<file path="src/rtl/hazard_ctrl_pkg.sv">
// Shared definitions for the pipeline hazard controller: FSM state
// encoding and the architectural register-index width.
package hazard_ctrl_pkg;

   localparam int REG_IDX_W = 5;

   typedef enum logic [1:0] {
      ST_RUN  = 2'd0,
      ST_WAIT = 2'd1,
      ST_ERR  = 2'd2
   } hz_state_t;

endpackage : hazard_ctrl_pkg

</file>
<file path="src/rtl/sat_counter.sv">
// Saturating up-counter used for the performance counters. Once it
// reaches all-ones it holds there until reset instead of wrapping.
module sat_counter #(
   parameter int W = 32
) (
   input  logic         clk,
   input  logic         reset_n,
   input  logic         inc,
   output logic [W-1:0] count
);

   logic [W-1:0] count_q;
   logic [W-1:0] count_d;

   // Next value: increment only while below the all-ones ceiling.
   always_comb begin
      count_d = count_q;
      if (inc && (count_q != '1)) begin
         count_d = count_q + W'(1);
      end
   end

   // Counter register, cleared asynchronously.
   always_ff @(posedge clk or negedge reset_n) begin
      if (!reset_n) begin
         count_q <= '0;
      end else begin
         count_q <= count_d;
      end
   end

   assign count = count_q;

endmodule : sat_counter

</file>
<file path="src/rtl/hazard_ctrl.sv">
// Pipeline hazard/stall controller. Covers the hazards the forwarding
// unit cannot: load-use bubbles, EX-stage mispredict flushes and
// variable-latency data-memory waits (with a timeout that latches a
// sticky error). Stage enables are decoded combinationally from the
// current hazard terms; the wait FSM and perf counters are registered.
module hazard_ctrl
   import hazard_ctrl_pkg::*;
#(
   parameter int CNT_W   = 32,
   parameter int TIMEOUT = 64
) (
   input  logic                 clk,
   input  logic                 reset_n,
   input  logic [REG_IDX_W-1:0] id_rs1,
   input  logic [REG_IDX_W-1:0] id_rs2,
   input  logic                 id_use_rs1,
   input  logic                 id_use_rs2,
   input  logic [REG_IDX_W-1:0] ex_rd,
   input  logic                 ex_memread,
   input  logic                 ex_mispredict,
   input  logic                 mem_req,
   input  logic                 mem_ready,
   output logic                 pc_write,
   output logic                 ifid_write,
   output logic                 idex_write,
   output logic                 exmem_write,
   output logic                 memwb_write,
   output logic                 ifid_flush,
   output logic                 idex_flush,
   output logic                 mem_err,
   output logic [CNT_W-1:0]     stall_cycles,
   output logic [CNT_W-1:0]     flush_events
);

   // wait_cnt must be able to hold TIMEOUT-1.
   localparam int WCNT_W = $clog2(TIMEOUT + 1);

   hz_state_t         state_q;
   logic [WCNT_W-1:0] wait_cnt_q;
   logic              mem_err_q;

   logic freeze;
   logic loaduse;
   logic in_err;
   logic stall_inc;
   logic flush_inc;

   assign freeze  = mem_req & ~mem_ready;
   assign loaduse = ex_memread & (ex_rd != '0)
                  & ((id_use_rs1 & (id_rs1 == ex_rd)) | (id_use_rs2 & (id_rs2 == ex_rd)));
   assign in_err  = (state_q == ST_ERR);

   // Stage enables, priority ERR > freeze > mispredict > loaduse > normal.
   // A mispredict or load-use seen during a freeze is simply re-evaluated
   // on the cycle mem_ready rises, since the inputs are held by the frozen pipe.
   always_comb begin
      pc_write    = 1'b0;
      ifid_write  = 1'b0;
      idex_write  = 1'b0;
      exmem_write = 1'b0;
      memwb_write = 1'b0;
      ifid_flush  = 1'b0;
      idex_flush  = 1'b0;
      if (!reset_n || in_err || freeze) begin
         // everything held, no bubbles
      end else if (ex_mispredict) begin
         // ID instruction is squashed, so any load-use on it is moot
         pc_write    = 1'b1;
         ifid_write  = 1'b1;
         idex_write  = 1'b1;
         exmem_write = 1'b1;
         memwb_write = 1'b1;
         ifid_flush  = 1'b1;
         idex_flush  = 1'b1;
      end else if (loaduse) begin
         exmem_write = 1'b1;
         memwb_write = 1'b1;
         idex_flush  = 1'b1;
         idex_write  = 1'b1;
      end else begin
         pc_write    = 1'b1;
         ifid_write  = 1'b1;
         idex_write  = 1'b1;
         exmem_write = 1'b1;
         memwb_write = 1'b1;
      end
   end

   // Memory-wait FSM: counts consecutive frozen cycles, latches the error on timeout.
   always_ff @(posedge clk or negedge reset_n) begin
      if (!reset_n) begin
         state_q    <= ST_RUN;
         wait_cnt_q <= '0;
         mem_err_q  <= 1'b0;
      end else begin
         case (state_q)
            ST_RUN: begin
               if (freeze) begin
                  state_q    <= ST_WAIT;
                  wait_cnt_q <= WCNT_W'(1);
               end
            end
            ST_WAIT: begin
               if (freeze) begin
                  if (wait_cnt_q == WCNT_W'(TIMEOUT - 1)) begin
                     state_q    <= ST_ERR;
                     wait_cnt_q <= '0;
                     mem_err_q  <= 1'b1;
                  end else begin
                     wait_cnt_q <= wait_cnt_q + WCNT_W'(1);
                  end
               end else begin
                  // completed (mem_ready) or cancelled (mem_req dropped)
                  state_q    <= ST_RUN;
                  wait_cnt_q <= '0;
               end
            end
            ST_ERR: begin
               state_q <= ST_ERR;
            end
            default: begin
               state_q    <= ST_RUN;
               wait_cnt_q <= '0;
            end
         endcase
      end
   end

   assign mem_err = mem_err_q;

   // A stall cycle is one the pipe actually spends frozen or bubbling;
   // once in ERR the pipe is halted rather than stalled, so nothing counts.
   assign stall_inc = ~in_err & (freeze | (loaduse & ~ex_mispredict));
   assign flush_inc = ~in_err & ~freeze & ex_mispredict;

   sat_counter #(.W(CNT_W)) u_stall_cnt (
      .clk     (clk),
      .reset_n (reset_n),
      .inc     (stall_inc),
      .count   (stall_cycles)
   );

   sat_counter #(.W(CNT_W)) u_flush_cnt (
      .clk     (clk),
      .reset_n (reset_n),
      .inc     (flush_inc),
      .count   (flush_events)
   );

endmodule : hazard_ctrl
</file>
<file path="config.mk">
export PLATFORM = sky130hd
export DESIGN_NAME = hazard_ctrl
export DESIGN_NICKNAME = d
export VERILOG_FILES = /design/src/rtl/hazard_ctrl_pkg.sv /design/src/rtl/sat_counter.sv /design/src/rtl/hazard_ctrl.sv
export SDC_FILE = /design/constraint.sdc
export NUM_CORES = 1
export LEC_CHECK = 0
export ABC_AREA = 1
export CORE_UTILIZATION = 45
export DETAILED_ROUTE_END_ITERATION = 8
export PLACE_DENSITY = 0.7
export SLEW_MARGIN = 40
export SYNTH_ARGS = -nofsm -noshare
export SYNTH_HDL_FRONTEND = slang
export SYNTH_HIERARCHICAL = 1
export SYNTH_SLANG_ARGS = --single-unit
export TNS_END_PERCENT = 10
</file>
<file path="constraint.sdc">
create_clock -name clk -period 3.45 [get_ports clk]
set_clock_uncertainty 0.1 [all_clocks]
set_input_delay 0.69 -clock clk [delete_from_list [all_inputs] [get_ports clk]]
set_output_delay 0.69 -clock clk [all_outputs]
set_load 0.05 [all_outputs]
</file>
Wire density map:
22 x 22 tiles, from white (low) to dark blue (high), scaled to the fullest tile. Values are wire area over tile area, all layers added.
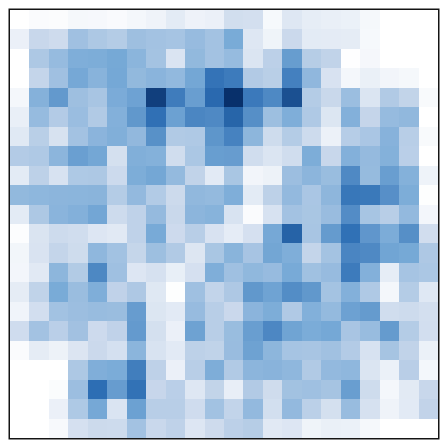
The fullest tile reaches 0.61. 6.6% of the tiles are nearly empty. The mean over all tiles is 0.19. The emptiest ninth of the die: top right. 16% of the tiles are over half the peak.
DR vias: 5,259
GRT Overall Usage: 26.1%
WL final: 14.6 mm
DR WL/cell: 14.1 µm

Selected gate families:
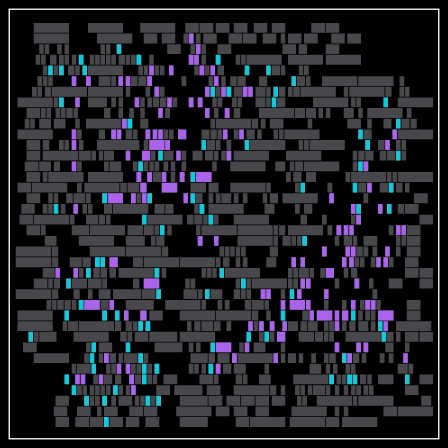
Key: purple = NOR gates [cells 134, where all over the die]; cyan = inverters [cells 87, where all over the die]
fraction of area in multi-input gates: 43.7%
dominant logic cell type in the layout: nand2_1
Non-Filler Instances: 1,031

Clock routing:
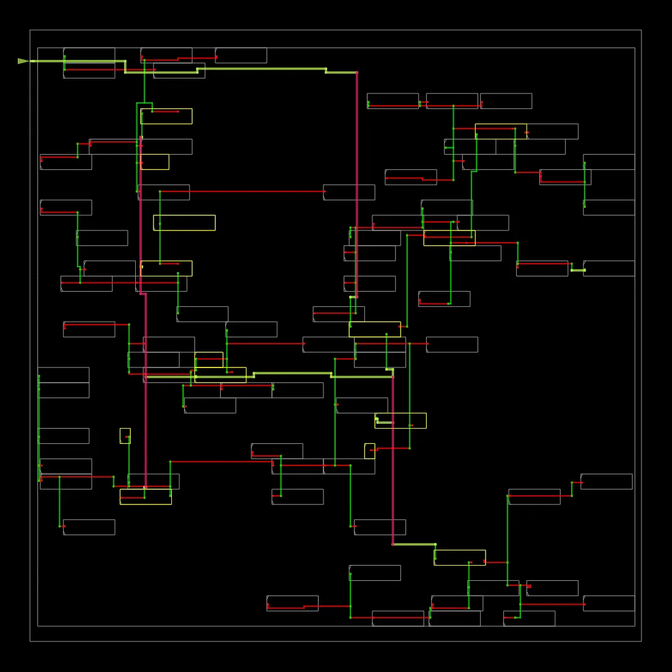
CLK BUF: 11
power in the clock group: 0.949 mW
FF+latch count: 74
# clock sinks: 74

I/O pins on the die edge:
Bar = 20 µm. Pins as bars across the die edge, other pins in grey.
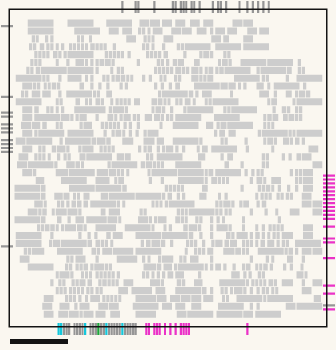
Key: green = `idex_flush` [pins 1, direction output, edge bottom]; magenta = `flush_events` [pins 32, direction output, edge 19 right, 13 bottom]; cyan = `id_rs2` [pins 5, direction input, edge bottom]
die height: 109 µm
port bufs: 94
Die X: 109 µm

Layout detail:
Bar = 5 µm. Region (45, 66) to (65, 86) µm. Cells in grey, sequential cells in the stronger grey; small squares are vias.
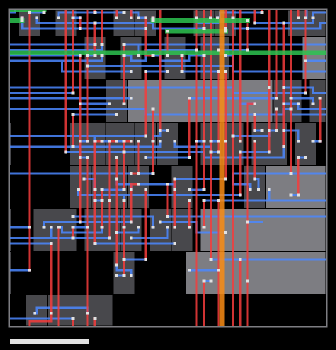
Key: green = metal 3; blue = metal 1; orange = metal 4; red = metal 2
Netlist names of flops here include `u_stall_cnt/count` (3). Sequential cells in the window: 3. Most frequent: nand2_1 (15), nor2_1 (7). 38 logic cells have their middle in the window.

==> run notes <==
yosys + openroad results -> status=complete, no violations, XOR/XNOR Fraction of Synth Area=3.21%, Rel. slew slack=54.7%, # IOs=95, first-pass GRT wire length=23.8 mm, GPL Wtd Cong=0.962, Final min period=2.96 ns, most frequent cell after synthesis=nand2_1, Post-synth top cells=324 x nand2_1, 116 x nor2_1, 77 x inv_1, 74 x dfrtp_1, 54 x nand3_1, Comb power frac=22.4%, yosys stat area=5180 µm², CP most frequent cell=inv_1, Worst Max-Slew Pin Slew=0.680 ns, FFs w/ async S/R, synth=100%, EDFF count, synth=0, switching power=0.811 mW, Setup crit end=pc_write, Setup TNS=0 ns, Setup crit start kind=input port, Antenna Nets Post-Route=0, Pleak=2.85 nW, tool warnings=26, Area leader share=35.8%, pwr/cell area=386 nW/µm², DRT iter0 DRCs=407, syn_nets=818, Top Consumer=registers, Post-Synthesis Cells=792, fmax=338 MHz, Worst R2R Start=state_q[1], CTS tree=built, Yosys Warn Count=6, yosys simple share=48.6%, Core ar.=11,000 µm², Worst Path Class, Setup=input port to primary output, Setup Fix Bufs, Post-CTS=0, Pwr Total=2.52 mW, Crit-path slowest cell=clkdlybuf4s50_1, sequential fraction of the synthesis area=35.8%, syn_area_per_cell=6.54 µm², # rows=38, cycle use final=85.8%, largest net degree at the start of global routing=54, CTS clk-pin slew, worst paths=0.06 ns
==> sequential cells by signal, indices dropped and copies added, names as in the netlist <==
register           count
mem_err                1
state_q                2
u_stall_cnt/count     32
wait_cnt_q             7
u_flush_cnt/count     32
==> critical path, delay by kind of cell <==
| kind | cells | cell delay [ns] |
|---|---|---|
| buffers and inverters | 5 | 1.20 |
| and+or+nand+nor | 3 | 0.28 |
==> metrics by stage <==
stage                     hold slack, ns  instances  setup slack [ns]  area (µm²)  util (%)
final                              0.148       1031             0.488        6550      59.4
after global routing               0.166       1031             0.295        6550      59.4
after CTS                          0.152       1031             0.484        6550      59.4
after detailed placement           0.358       1017             0.276        6260      56.7
after global placement             0.350       1017             0.327        6260      56.7
after floorplan                    0.294        792             0.582        5180         -
==> worst min path at each step <==
| stage | cells after the start | slack [ns] | startpoint | to |
|---|---|---|---|---|
| 2_1_floorplan | 0 | 0.29 | reset_n | mem_err |
| 3_3_place_gp | 2 | 0.35 | mem_err | mem_err |
| 3_5_place_dp | 2 | 0.36 | mem_err | mem_err |
| 4_1_cts | 1 | 0.15 | reset_n | u_flush_cnt/count[16] |
| 5_1_grt | 1 | 0.17 | reset_n | u_flush_cnt/count[16] |
| 6_report | 1 | 0.15 | reset_n | u_flush_cnt/count[16] |
==> routing by layer <==
layer,vias up,routed length [µm],GRT usage [%]
met5,-,0,0
met4,0,302,10.7
met3,19,589,3.89
met2,138,7060,43.6
met1,2454,6600,33.8
li1,2648,-,-
==> final cells by class <==
class                   instances  area, µm²  area share (%)
clock buffers                  11        253            3.86
inverters                      87        327            4.99
repair buffers                 98       1040            15.9
multi-input cells             618       2860            43.7
clock inverters                 3       40.0           0.611
well taps                     140        175            2.67
flip-flops and latches         74       1850            28.3
No activity file was given, so power comes from the tool's default toggle rates.
